### config.mk
export PLATFORM = sky130hd
export DESIGN_NAME = sync_fifo_flags
export DESIGN_NICKNAME = d
export VERILOG_FILES = /design/src/rtl/fifo_pkg.sv /design/src/rtl/fifo_mem_2p.sv /design/src/rtl/sync_fifo_flags.sv
export SDC_FILE = /design/constraint.sdc
export NUM_CORES = 1
export LEC_CHECK = 0
export CORE_ASPECT_RATIO = 1.1
export CORE_MARGIN = 8
export CORE_UTILIZATION = 40
export CTS_BUF_LIST = sky130_fd_sc_hd__clkbuf_4
export DETAILED_ROUTE_END_ITERATION = 10
export HOLD_SLACK_MARGIN = 0.06
export PLACE_DENSITY_LB_ADDON = 0.2
export SYNTH_ARGS = -nofsm -noshare
export SYNTH_HDL_FRONTEND = slang
export SYNTH_SLANG_ARGS = --single-unit
### constraint.sdc
create_clock -name clk -period 3.6 [get_ports clk]
set_clock_uncertainty 0.05 [all_clocks]
set_input_delay 0.72 -clock clk [delete_from_list [all_inputs] [get_ports clk]]
set_output_delay 0.72 -clock clk [all_outputs]
set_load 0.005 [all_outputs]
### src/rtl/fifo_pkg.sv
// Shared FIFO definitions: default geometry and flag levels, the access-kind
// encoding used by occupancy tracking, and an address-width helper.
package fifo_pkg;

    localparam int FIFO_DEF_DATA_W   = 9;
    localparam int FIFO_DEF_DEPTH    = 8;
    localparam int FIFO_DEF_AF_LEVEL = 6;
    localparam int FIFO_DEF_AE_LEVEL = 2;

    // {write accepted, read accepted} packed into one code
    typedef enum logic [1:0] {
        ACC_NONE = 2'b00,
        ACC_RD   = 2'b01,
        ACC_WR   = 2'b10,
        ACC_BOTH = 2'b11
    } fifo_acc_e;

    // Ceiling log2, usable in parameter expressions
    function automatic int clog2(input int value);
        int res;
        int v;
        res = 0;
        v   = value - 1;
        while (v > 0) begin
            res = res + 1;
            v   = v >> 1;
        end
        return res;
    endfunction

endpackage

### src/rtl/fifo_mem_2p.sv
// Simple dual-port RAM: synchronous write port, registered read port with
// enable. Storage is never reset; only the read register is.
module fifo_mem_2p
    import fifo_pkg::*;
#(
    parameter int DATA_W = FIFO_DEF_DATA_W,
    parameter int DEPTH  = FIFO_DEF_DEPTH,
    parameter int ADDR_W = clog2(DEPTH)
) (
    input  logic              clk,
    input  logic              rst,
    input  logic              wr_en,
    input  logic [ADDR_W-1:0] wr_addr,
    input  logic [DATA_W-1:0] wr_data,
    input  logic              rd_en,
    input  logic [ADDR_W-1:0] rd_addr,
    output logic [DATA_W-1:0] rd_data
);

    logic [DATA_W-1:0] mem_q [DEPTH];
    logic [DATA_W-1:0] rd_data_q;

    // Write port: store the word at the write address
    always_ff @(posedge clk) begin
        if (wr_en) begin
            mem_q[wr_addr] <= wr_data;
        end
    end

    // Read port: capture the addressed word on enable, otherwise hold
    always_ff @(posedge clk or posedge rst) begin
        if (rst) begin
            rd_data_q <= '0;
        end else if (rd_en) begin
            rd_data_q <= mem_q[rd_addr];
        end
    end

    assign rd_data = rd_data_q;

endmodule

### src/rtl/sync_fifo_flags.sv
// Single-clock FIFO with registered read data, occupancy count, full/empty and
// programmable almost-full/almost-empty flags, and sticky overflow/underflow.
module sync_fifo_flags
    import fifo_pkg::*;
#(
    parameter int DATA_W   = FIFO_DEF_DATA_W,
    parameter int DEPTH    = FIFO_DEF_DEPTH,
    parameter int AF_LEVEL = FIFO_DEF_AF_LEVEL,
    parameter int AE_LEVEL = FIFO_DEF_AE_LEVEL,
    parameter int ADDR_W   = clog2(DEPTH)
) (
    input  logic              clk,
    input  logic              rst,
    input  logic              clr,
    input  logic              wr_en,
    input  logic [DATA_W-1:0] wr_data,
    input  logic              rd_en,
    output logic [DATA_W-1:0] rd_data,
    output logic              rd_valid,
    output logic              full,
    output logic              empty,
    output logic              almost_full,
    output logic              almost_empty,
    output logic [ADDR_W:0]   count,
    output logic              overflow,
    output logic              underflow
);

    localparam logic [ADDR_W:0]   CNT_DEPTH = DEPTH[ADDR_W:0];
    localparam logic [ADDR_W:0]   CNT_AF    = AF_LEVEL[ADDR_W:0];
    localparam logic [ADDR_W:0]   CNT_AE    = AE_LEVEL[ADDR_W:0];
    localparam logic [ADDR_W:0]   CNT_ONE   = (ADDR_W + 1)'(1);
    localparam logic [ADDR_W-1:0] PTR_ONE   = ADDR_W'(1);

    logic [ADDR_W-1:0] wr_ptr_q, wr_ptr_d;
    logic [ADDR_W-1:0] rd_ptr_q, rd_ptr_d;
    logic [ADDR_W:0]   count_q, count_d;
    logic              ovf_q, ovf_d;
    logic              unf_q, unf_d;
    logic              rd_valid_q, rd_valid_d;

    logic              wr_acc, rd_acc;
    logic              mem_we, mem_re;
    fifo_acc_e         acc;

    // Flags decode straight from the registered occupancy
    assign full         = (count_q == CNT_DEPTH);
    assign empty        = (count_q == '0);
    assign almost_full  = (count_q >= CNT_AF);
    assign almost_empty = (count_q <= CNT_AE);

    // A full FIFO still takes a write when a read frees a slot in the same cycle
    assign rd_acc = rd_en & ~empty;
    assign wr_acc = wr_en & (~full | rd_acc);

    // Flush wins over any access, so nothing reaches the RAM during clr
    assign mem_we = wr_acc & ~clr;
    assign mem_re = rd_acc & ~clr;
    assign acc    = fifo_acc_e'({mem_we, mem_re});

    // Next-state for pointers, occupancy, read-valid and sticky errors
    always_comb begin
        wr_ptr_d   = wr_ptr_q;
        rd_ptr_d   = rd_ptr_q;
        count_d    = count_q;
        ovf_d      = ovf_q;
        unf_d      = unf_q;
        rd_valid_d = 1'b0;
        if (clr) begin
            wr_ptr_d = '0;
            rd_ptr_d = '0;
            count_d  = '0;
            ovf_d    = 1'b0;
            unf_d    = 1'b0;
        end else begin
            if (mem_we) wr_ptr_d = wr_ptr_q + PTR_ONE;
            if (mem_re) rd_ptr_d = rd_ptr_q + PTR_ONE;
            rd_valid_d = mem_re;
            unique case (acc)
                ACC_WR:  count_d = count_q + CNT_ONE;
                ACC_RD:  count_d = count_q - CNT_ONE;
                default: count_d = count_q;
            endcase
            if (wr_en & full & ~rd_acc) ovf_d = 1'b1;
            if (rd_en & empty)          unf_d = 1'b1;
        end
    end

    // Control state register
    always_ff @(posedge clk or posedge rst) begin
        if (rst) begin
            wr_ptr_q   <= '0;
            rd_ptr_q   <= '0;
            count_q    <= '0;
            ovf_q      <= 1'b0;
            unf_q      <= 1'b0;
            rd_valid_q <= 1'b0;
        end else begin
            wr_ptr_q   <= wr_ptr_d;
            rd_ptr_q   <= rd_ptr_d;
            count_q    <= count_d;
            ovf_q      <= ovf_d;
            unf_q      <= unf_d;
            rd_valid_q <= rd_valid_d;
        end
    end

    fifo_mem_2p #(
        .DATA_W (DATA_W),
        .DEPTH  (DEPTH),
        .ADDR_W (ADDR_W)
    ) u_mem (
        .clk     (clk),
        .rst     (rst),
        .wr_en   (mem_we),
        .wr_addr (wr_ptr_q),
        .wr_data (wr_data),
        .rd_en   (mem_re),
        .rd_addr (rd_ptr_q),
        .rd_data (rd_data)
    );

    assign rd_valid  = rd_valid_q;
    assign count     = count_q;
    assign overflow  = ovf_q;
    assign underflow = unf_q;

endmodule
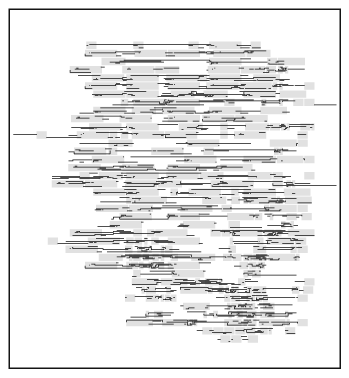
layer_met1.png
Drawn at 3 px/um. Cells faint in the background.
- nets with wire on the layer: 261
- wire length on this layer: 3310 um
Post-Route WL: 7000 um
met1 track demand over resource in global routing: 15.5%
vias after detailed routing: 2060

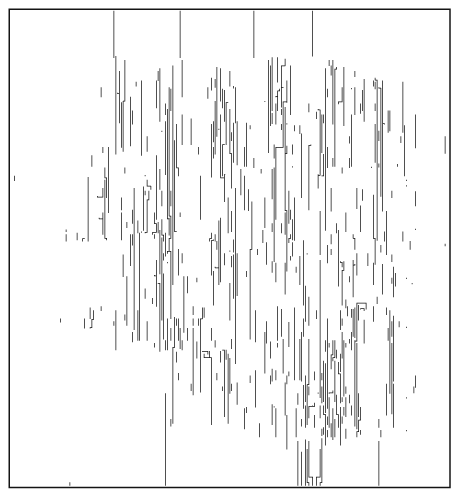
layer_met2.png
Drawn at 4 px/um.
- nets with wire on the layer: 244
- main direction: vertical
- longest straight run: 54.7 um
- wire length on this layer: 3150 um
- share of all routed wire: 45%
met2 Usage GRT: 16.6%

==> metrics.log <==
[flow] summary of implementation run
INFO  metric rsz0062_at_grt = false
INFO  metric initial_util = 41.2%
INFO  metric post_synth_mux_area_share = 13.6%
INFO  metric irDropWorstVdd = 0.000164 V
INFO  metric synth.ff_latch_count = around 94
INFO  metric outcome = completed
INFO  metric gr-usage-all-layers = 11.4%
INFO  metric switching_pwr = 0.755 mW
INFO  metric post_cts_buffers = 0
INFO  metric cts.sink_count = about 94
INFO  metric finalCriticalPeriod = 3.02 ns
INFO  metric drt_drc_violations_left = 0
INFO  metric slew_headroom = 36.1%
INFO  metric die_width = 110 um
INFO  metric timing.critical_path.fanout_max = 10
INFO  metric r2r_slack = around 1 ns
INFO  metric power_frac_clock = 20.4%
INFO  metric wl_met2 = 3150 um
INFO  metric number_of_antenna_violations_at_the_first_check_in_global_routing = 1
INFO  metric gp_congestion = 0.764
INFO  metric cts_inserted_buffers = 9
INFO  metric post_synth_main_logic_family = multiplexers
INFO  metric layout_top_cell_excl_fill_tap = edfxtp_1
INFO  metric floorplan.core_area = roughly 9400 um^2
INFO  metric setup_viol = 0
INFO  metric reported_max_cap_violation_count = 0
INFO  metric finalSetupTns = 0 ns
INFO  metric first_global_vias = 2066
INFO  metric yosys.stat.seqShare = a little over two thirds
INFO  metric lay_top_cells = edfxtp_1, clkdlybuf4s50_1, nor2_1
INFO  metric crit_type = reg2out
INFO  metric edff_count_synth = 72
INFO  metric post-route-period-util = 83.9%
INFO  metric synth.cellmix.xorXnorShare = 1.36%
INFO  metric cts_max_level = 3
INFO  metric cts_hold_repair.buffers = 0
INFO  metric endpoint_kind = output port
INFO  metric post_synth_inst_count = around 230
INFO  metric swShare = 29.2%
INFO  metric buffer_type_at_the_clock_tree_root = clkbuf_4
INFO  metric seqPwrFrac = 51.8%
INFO  metric yosys.area_share.adder = 1.29%
INFO  metric leakagePower = 1.53 nW
INFO  metric grt-ovfl-total = 0
INFO  metric synth_top_flop_cell = edfxtp_1
INFO  metric place_inst = 379
INFO  metric finalHoldViolCount = 0
INFO  metric maxClockFrequency = 0.331 GHz
INFO  metric tritoncts = built
INFO  metric critPathRequiredTime = 2.83 ns
INFO  metric startpoint_type = flop
INFO  metric worst_slew_pin_slew = about 0.96 ns
INFO  metric cellPowerDensity = roughly 580 nW/um^2
INFO  metric grt_start_max_net_pins = 23
INFO  metric synth-cells-yosys = approximately 230
INFO  metric syn-cell-area = 3870 um^2
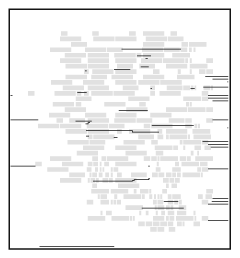
layer_met3.png
Drawn at 2 px/um. Cells faint in the background.
- share of all routed wire: 5.8%
- wire length on this layer: 404 um
- longest straight run: 37.0 um
- nets with wire on the layer: 32
met3 GRT Util: 2.80%

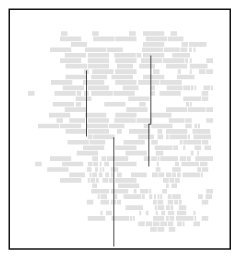
layer_met4.png
Drawn at 2 px/um. Cells faint in the background.
- share of all routed wire: 2.0%
- longest straight run: 54.4 um
- main direction: vertical
- nets with wire on the layer: 2
- wire length on this layer: 143 um

-- kinds of logic after synthesis --
logic type	after synthesis
fa+ha+maj	4
flops	94
compound gates	25
buf+inv	17
xor+xnor	6
mux	30
simple gates	55
-- final timing paths --
check,startpoint,end,cells after the start
worst max-delay path,count[1],empty,3
worst min-delay path,underflow,underflow,2
worst max register to register,count[1],count[3],7
worst min register to register,underflow,underflow,2
max in group asynchronous,rst,u_mem.rd_data[5],2
min in group asynchronous,rst,u_mem.rd_data[3],2
-- state kept, by name, indices dropped and copies added (netlist names) --
signal,count
u_mem.mem_q,72
u_mem.rd_data,9
wr_ptr_q,3
underflow,1
overflow,1
rd_valid,1
count,4
rd_ptr_q,3
-- per-stage QoR --
step	util, %	instance area [um^2]	worst slack (ns)	hold WS, ns
after global placement	46.4	4360	0.636	0.429
after detailed placement	46.4	4360	0.525	0.451
after floorplan	-	3870	0.829	0.436
final	47.8	4490	0.580	0.478
after CTS	47.8	4490	0.548	0.484
after global routing	47.8	4490	0.496	0.503
-- power groups by stage --
stage	clock network (mW)	logic (mW)	registers, mW
finish	0.528	0.718	1.34
global route	0.593	0.792	1.36
CTS	0.548	0.737	1.34
detailed placement	0	0.733	1.37
global placement	0	0.732	1.36
floorplan	0	0.469	1.35
-- routing by layer --
| metal | vias up | global-route usage [%] |
|---|---|---|
| met5 | - | 0 |
| met4 | 0 | 5.33 |
| met3 | 10 | 2.80 |
| met2 | 55 | 16.6 |
| met1 | 1021 | 15.5 |
| li1 | 974 | - |
-- cell type report --
class	count	area (um^2)
Timing Repair Buffer	43	405
Multi-Input combinational cell	120	1080
Clock inverter	6	52.6
Sequential cell	94	2710
Clock buffer	10	75.1
Fill cell	815	4910
Antenna cell	1	2.50
Inverter	5	18.8
Tap cell	117	146
-- synthesized netlist by cell type, types with 2 or more instances --
cell type,instances,area [um^2]
buf_6,2,22.5
or3_1,3,18.8
nor2b_1,2,12.5
mux2i_1,11,110
ha_1,4,50.1
clkbuf_1,6,22.5
nor2_1,25,93.8
buf_1,2,7.51
o21ai_0,2,10.0
dfrtp_1,22,551
o31ai_1,2,15.0
inv_1,5,18.8
mux4_2,18,405
xor2_1,5,43.8
edfxtp_1,72,2160
nand2b_1,7,43.8
a21oi_1,13,65.1
nand3_1,3,15.0
nor3_1,3,15.0
buf_2,2,10.0
nand2_1,5,18.8
-- worst max-delay path: stages, from the launching register on --
cell	delay, ns
dfrtp_1	0.52
or4_4	0.60
inv_1	0.16
clkdlybuf4s50_1	0.53
Power is estimated from default activity; no workload was simulated.
